met2.png
Scale bar: 20 microns.
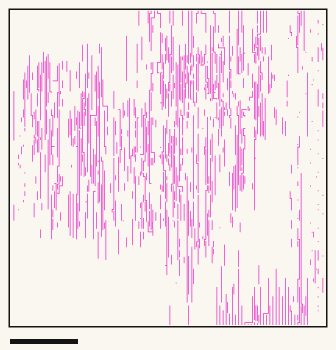
final_clocks.png
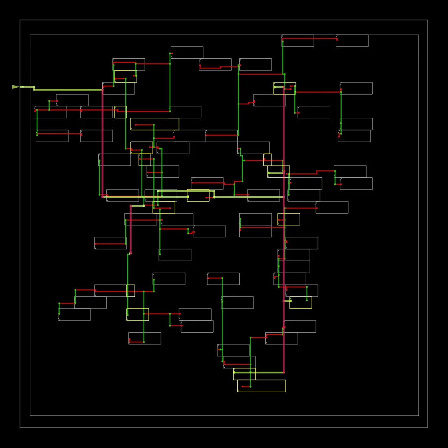
==> src/rtl/game_pkg.sv <==
// ============================================================================
// Module  : game_pkg
// Brief   : Shared constants, kind/state encodings and LFSR step function.
// Revision: 1.0 - initial release
// ============================================================================
`default_nettype none

package game_pkg;

   localparam int          COL_H    = 100;
   localparam int          THICK    = 20;
   localparam logic [15:0] SEED_DEF = 16'hACE1;

   localparam logic [1:0] KIND_BOT = 2'd0;
   localparam logic [1:0] KIND_TOP = 2'd1;
   localparam logic [1:0] KIND_MID = 2'd2;
   localparam logic [1:0] KIND_ALL = 2'd3;

   typedef enum logic [1:0] {
      S_IDLE = 2'd0,
      S_LEAD = 2'd1,
      S_WALL = 2'd2,
      S_GAP  = 2'd3
   } state_t;

   // Fibonacci, shift left, taps 16/14/13/11
   function automatic logic [15:0] lfsr_next(input logic [15:0] v);
      return {v[14:0], v[15] ^ v[13] ^ v[12] ^ v[10]};
   endfunction

endpackage

`default_nettype wire

==> src/rtl/wall_column_gen_lfsr16.sv <==
// ============================================================================
// Module  : lfsr16
// Brief   : 16-bit Fibonacci LFSR with synchronous load and single step.
// Revision: 1.0 - initial release
// ============================================================================
`default_nettype none

module lfsr16
   import game_pkg::*;
#(
   parameter logic [15:0] RST_VAL = game_pkg::SEED_DEF
) (
   input  logic        clk,
   input  logic        resetn,
   input  logic        load,
   input  logic [15:0] load_val,
   input  logic        step,
   output logic [15:0] q
);

   logic [15:0] r_q;

   always_ff @(posedge clk) begin
      if (!resetn)
         r_q <= RST_VAL;
      else if (load)
         r_q <= load_val;
      else if (step)
         r_q <= lfsr_next(r_q);
   end

   assign q = r_q;

endmodule

`default_nettype wire

==> src/rtl/wall_column_gen.sv <==
// ============================================================================
// Module  : wall_column_gen
// Brief   : Seeded wall-column generator with a one-entry prefetch buffer.
// Revision: 1.0 - initial release
// ============================================================================
`default_nettype none

module wall_column_gen
   import game_pkg::*;
#(
   parameter int          COL_H    = game_pkg::COL_H,
   parameter int          THICK    = game_pkg::THICK,
   parameter int          WALL_W   = 4,
   parameter int          SPACING  = 8,
   parameter int          LEAD     = 40,
   parameter logic [15:0] SEED_DEF = game_pkg::SEED_DEF
) (
   input  logic             clk,
   input  logic             resetn,
   input  logic             start,
   input  logic [15:0]      seed,
   input  logic             req,
   output logic             col_valid,
   output logic [COL_H-1:0] col_data,
   output logic             col_is_wall,
   output logic [1:0]       col_kind,
   output logic [15:0]      col_count,
   output logic             underrun
);

   localparam int c_LW = $clog2(LEAD + 1);
   localparam int c_WW = $clog2(WALL_W + 1);
   localparam int c_SW = $clog2(SPACING + 1);
   localparam logic [c_LW-1:0] c_LEAD_LAST = c_LW'(LEAD - 1);
   localparam logic [c_WW-1:0] c_WALL_LAST = c_WW'(WALL_W - 1);
   localparam logic [c_SW-1:0] c_GAP_LAST  = c_SW'(SPACING - 1);

   localparam logic [COL_H-1:0] c_BOT = {{(COL_H-THICK){1'b0}}, {THICK{1'b1}}};
   localparam logic [COL_H-1:0] c_TOP = {{THICK{1'b1}}, {(COL_H-THICK){1'b0}}};
   localparam logic [COL_H-1:0] c_MID = {{(COL_H-COL_H/2-20){1'b0}}, {40{1'b1}}, {(COL_H/2-20){1'b0}}};

   state_t            r_state, w_state_nxt;
   logic [c_LW-1:0]   r_lead_cnt;
   logic [c_WW-1:0]   r_slab_cnt;
   logic [c_SW-1:0]   r_gap_cnt;
   logic [1:0]        r_kind;
   logic              r_g1;
   logic              r_col_valid;
   logic [COL_H-1:0]  r_col_data;
   logic              r_col_is_wall;
   logic [1:0]        r_col_kind;
   logic [15:0]       r_col_count;
   logic              r_underrun;

   logic [15:0]       w_lfsr_q;
   logic [15:0]       w_lfsr_nxt;
   logic [15:0]       w_load_val;
   logic              w_gen_g1;
   logic              w_gen_g2;
   logic              w_slab_start;
   logic [COL_H-1:0]  w_col;

   // G1 only fires with the buffer empty and no column already in flight
   assign w_gen_g1     = (r_state != S_IDLE) && !r_col_valid && !r_g1;
   assign w_gen_g2     = r_g1;
   assign w_slab_start = w_gen_g1 && (r_state == S_WALL) && (r_slab_cnt == '0);
   assign w_lfsr_nxt   = lfsr_next(w_lfsr_q);
   assign w_load_val   = (seed == 16'h0000) ? SEED_DEF : seed;

   lfsr16 #(
      .RST_VAL (SEED_DEF)
   ) u_lfsr (
      .clk      (clk),
      .resetn   (resetn),
      .load     (start),
      .load_val (w_load_val),
      .step     (w_slab_start && !start),
      .q        (w_lfsr_q)
   );

   always_comb begin
      w_col = '0;
      if (r_state == S_WALL) begin
         case (r_kind)
            KIND_BOT: w_col = c_BOT;
            KIND_TOP: w_col = c_TOP;
            KIND_MID: w_col = c_MID;
            default:  w_col = c_BOT | c_TOP;
         endcase
      end
   end

   always_comb begin
      w_state_nxt = r_state;
      if (start) begin
         w_state_nxt = S_LEAD;
      end else if (w_gen_g2) begin
         case (r_state)
            S_LEAD:  if (r_lead_cnt == c_LEAD_LAST) w_state_nxt = S_WALL;
            S_WALL:  if (r_slab_cnt == c_WALL_LAST) w_state_nxt = S_GAP;
            S_GAP:   if (r_gap_cnt  == c_GAP_LAST)  w_state_nxt = S_WALL;
            default: w_state_nxt = r_state;
         endcase
      end
   end

   always_ff @(posedge clk) begin
      if (!resetn)
         r_state <= S_IDLE;
      else
         r_state <= w_state_nxt;
   end

   always_ff @(posedge clk) begin
      if (!resetn || start) begin
         r_lead_cnt    <= '0;
         r_slab_cnt    <= '0;
         r_gap_cnt     <= '0;
         r_kind        <= KIND_BOT;
         r_g1          <= 1'b0;
         r_col_valid   <= 1'b0;
         r_col_data    <= '0;
         r_col_is_wall <= 1'b0;
         r_col_kind    <= KIND_BOT;
         r_col_count   <= '0;
         r_underrun    <= 1'b0;
      end else begin
         if (req) begin
            if (r_col_valid) begin
               r_col_valid <= 1'b0;
               if (r_col_count != 16'hFFFF)
                  r_col_count <= r_col_count + 16'd1;
            end else begin
               r_underrun <= 1'b1;
            end
         end
         if (w_slab_start)
            r_kind <= w_lfsr_nxt[1:0];
         r_g1 <= w_gen_g1;
         if (w_gen_g2) begin
            r_col_valid   <= 1'b1;
            r_col_data    <= w_col;
            r_col_is_wall <= |w_col;
            r_col_kind    <= (r_state == S_WALL) ? r_kind : KIND_BOT;
            case (r_state)
               S_LEAD:  r_lead_cnt <= (r_lead_cnt == c_LEAD_LAST) ? '0 : r_lead_cnt + 1'b1;
               S_WALL:  r_slab_cnt <= (r_slab_cnt == c_WALL_LAST) ? '0 : r_slab_cnt + 1'b1;
               S_GAP:   r_gap_cnt  <= (r_gap_cnt  == c_GAP_LAST)  ? '0 : r_gap_cnt  + 1'b1;
               default: ;
            endcase
         end
      end
   end

   assign col_valid   = r_col_valid;
   assign col_data    = r_col_data;
   assign col_is_wall = r_col_is_wall;
   assign col_kind    = r_col_kind;
   assign col_count   = r_col_count;
   assign underrun    = r_underrun;

endmodule

`default_nettype wire
==> config.mk <==
export PLATFORM = sky130hd
export DESIGN_NAME = wall_column_gen
export DESIGN_NICKNAME = d
export VERILOG_FILES = /design/src/rtl/game_pkg.sv /design/src/rtl/wall_column_gen_lfsr16.sv /design/src/rtl/wall_column_gen.sv
export SDC_FILE = /design/constraint.sdc
export NUM_CORES = 1
export LEC_CHECK = 0
export ABC_AREA = 0
export CORE_MARGIN = 2
export CORE_UTILIZATION = 46
export CTS_BUF_LIST = sky130_fd_sc_hd__clkbuf_4 sky130_fd_sc_hd__clkbuf_8
export CTS_CLUSTER_DIAMETER = 200
export CTS_CLUSTER_SIZE = 24
export DETAILED_ROUTE_END_ITERATION = 10
export HOLD_SLACK_MARGIN = 0.08
export PLACE_DENSITY = 0.86
export SLEW_MARGIN = 30
export SYNTH_ARGS = -nofsm -noshare
export SYNTH_HDL_FRONTEND = slang
export SYNTH_HIERARCHICAL = 1
export SYNTH_SLANG_ARGS = --single-unit
==> constraint.sdc <==
create_clock -name clk -period 2.6 [get_ports clk]
set_input_delay 0.78 -clock clk [delete_from_list [all_inputs] [get_ports clk]]
set_output_delay 0.78 -clock clk [all_outputs]
set_load 0.01 [all_outputs]
==> summary.txt <==
Physical implementation.

- The run finished with clean final reports.
- The I/O pin count is approximately 140.
- The placer's final routability congestion estimate is 0.882.
- The wire length recorded after detailed routing is 7490 microns.
- After floorplanning, the die was sized to cover between 8000 and 9000 sq um.
- Along the worst path, the maximum fanout reaches 21.
- After synthesis, the cell types taking the most area are dfxtp_1, buf_4, a21oi_1.
- The all-layer global routing usage is between 10% and 20%.
- The die is 93.1 microns tall.
- The per-cell routed wire length is between 10 and 15 microns.
- The CTS tree is yes.
- The maximum clock frequency is 405 MHz.
- The maximum VDD drop is 0.000277 V.
- The met3 routed wirelength is around 480 microns.
- The number of buffer cells added on primary ports is 120.
- Data on the critical path arrives at its endpoint at 1690 ps.
- The cell depth of the worst min-delay path is 2.
- The post-synthesis register bit count is 58.
- The max-capacitance violation count is 0.
- Synthesis instantiated roughly 51 different standard cells from the library.
- The cell family contributing the most delay on the critical path is flip-flops.
- Across all register-to-register paths, the minimum setup slack is between 400 and 500 ps.
- The startpoint-to-endpoint class of the critical path is reg2out.
- The post-synthesis async set-or-reset flop share is 0%.
- The type of the tightest min-delay check is reg2reg.
- The sequential standard cell area is 1160 sq um.
- The via count of the first global-routing pass was 2,678.
- The hold violation count in the final report is 0.
- The routed wirelength on the met1 layer is recorded as roughly 3100 microns.
- The number of clock sinks is around 58.
- The worst setup path is captured at a primary output.
- Synthesis produced approximately 430 cells.
- The slowest stage of the critical path is the dfxtp_1 cell.
- The required time at the endpoint of the critical path is 1820 ps.
- The floorplan step records an initial core utilization of 47.3%.
- The HPWL after detailed placement is 5640 microns.
- The number of fill cells in the layout is 675.
- The total iterations of the first detailed-routing run is 4.
## Picture notes: met2.png
main direction: vertical
longest straight run: 38.6 microns
wire length on this layer: 3,770 microns
nets with wire on the layer: 445
share of all routed wire: 50%

## Picture notes: final_clocks.png
flop count: 58
CTS Buf Count: 9

==> cell usage in the layout, fill, tap and decap left out, drive strengths merged, types with 12 or more instances in the layout <==
| master | count |
|---|---|
| nand2 | 33 |
| nand2b | 12 |
| clkdlybuf4s50 | 120 |
| conb | 20 |
| nor2 | 26 |
| mux2 | 13 |
| o21ai | 13 |
| a21oi | 31 |
| mux2i | 12 |
| dfxtp | 58 |
==> Yosys cell counts (2+ instances only) <==
library cell	instances
buf_4	99
dfxtp_1	58
nand2_1	33
a21oi_1	31
nor2_1	26
clkbuf_1	15
mux2i_1	12
nand2b_1	12
nand3_1	10
or3_1	10
ha_1	9
nand4_1	9
mux2_2	7
o21ai_1	7
xor2_1	7
mux2_4	6
nor3_1	6
o21ai_0	6
inv_1	5
nor4_1	5
or4_1	5
xnor2_1	5
a22oi_1	4
a211oi_1	3
buf_2	3
nand3b_1	3
nor2b_1	3
o31ai_1	3
a41oi_1	2
inv_2	2
nand4_2	2
nor3b_1	2
nor4bb_1	2
o21a_1	2
==> metrics by stage <==
step                util (%)  hold WS, ps  setup WS (ps)  area, sq um
floorplan                  -          425            584         3730
global placement        55.5          437            243         4290
detailed placement      55.5          449            199         4290
CTS                     58.4          457           93.9         4510
global route            58.4          498           19.1         4510
finish                  58.4          458            133         4510
==> area by class of cell <==
class,count,area share [%]
Timing Repair Buffer,131,28.4
Clock inverter,5,1.72
Multi-Input combinational cell,265,37.4
Tap cell,102,2.83
Clock buffer,11,3.22
Inverter,8,0.665
Sequential cell,58,25.7
==> power by group through the flow <==
stage	Combinational (W)	Clock (W)	Sequential [W]
final	0.000145	0.000932	0.000924
after global routing	0.000162	0.000986	0.000926
after CTS	0.000146	0.000955	0.000924
after detailed placement	0.000144	0	0.000943
after global placement	0.000140	0	0.000942
after floorplan	0.000119	0	0.000935
Power and IR drop assume default switching activity.
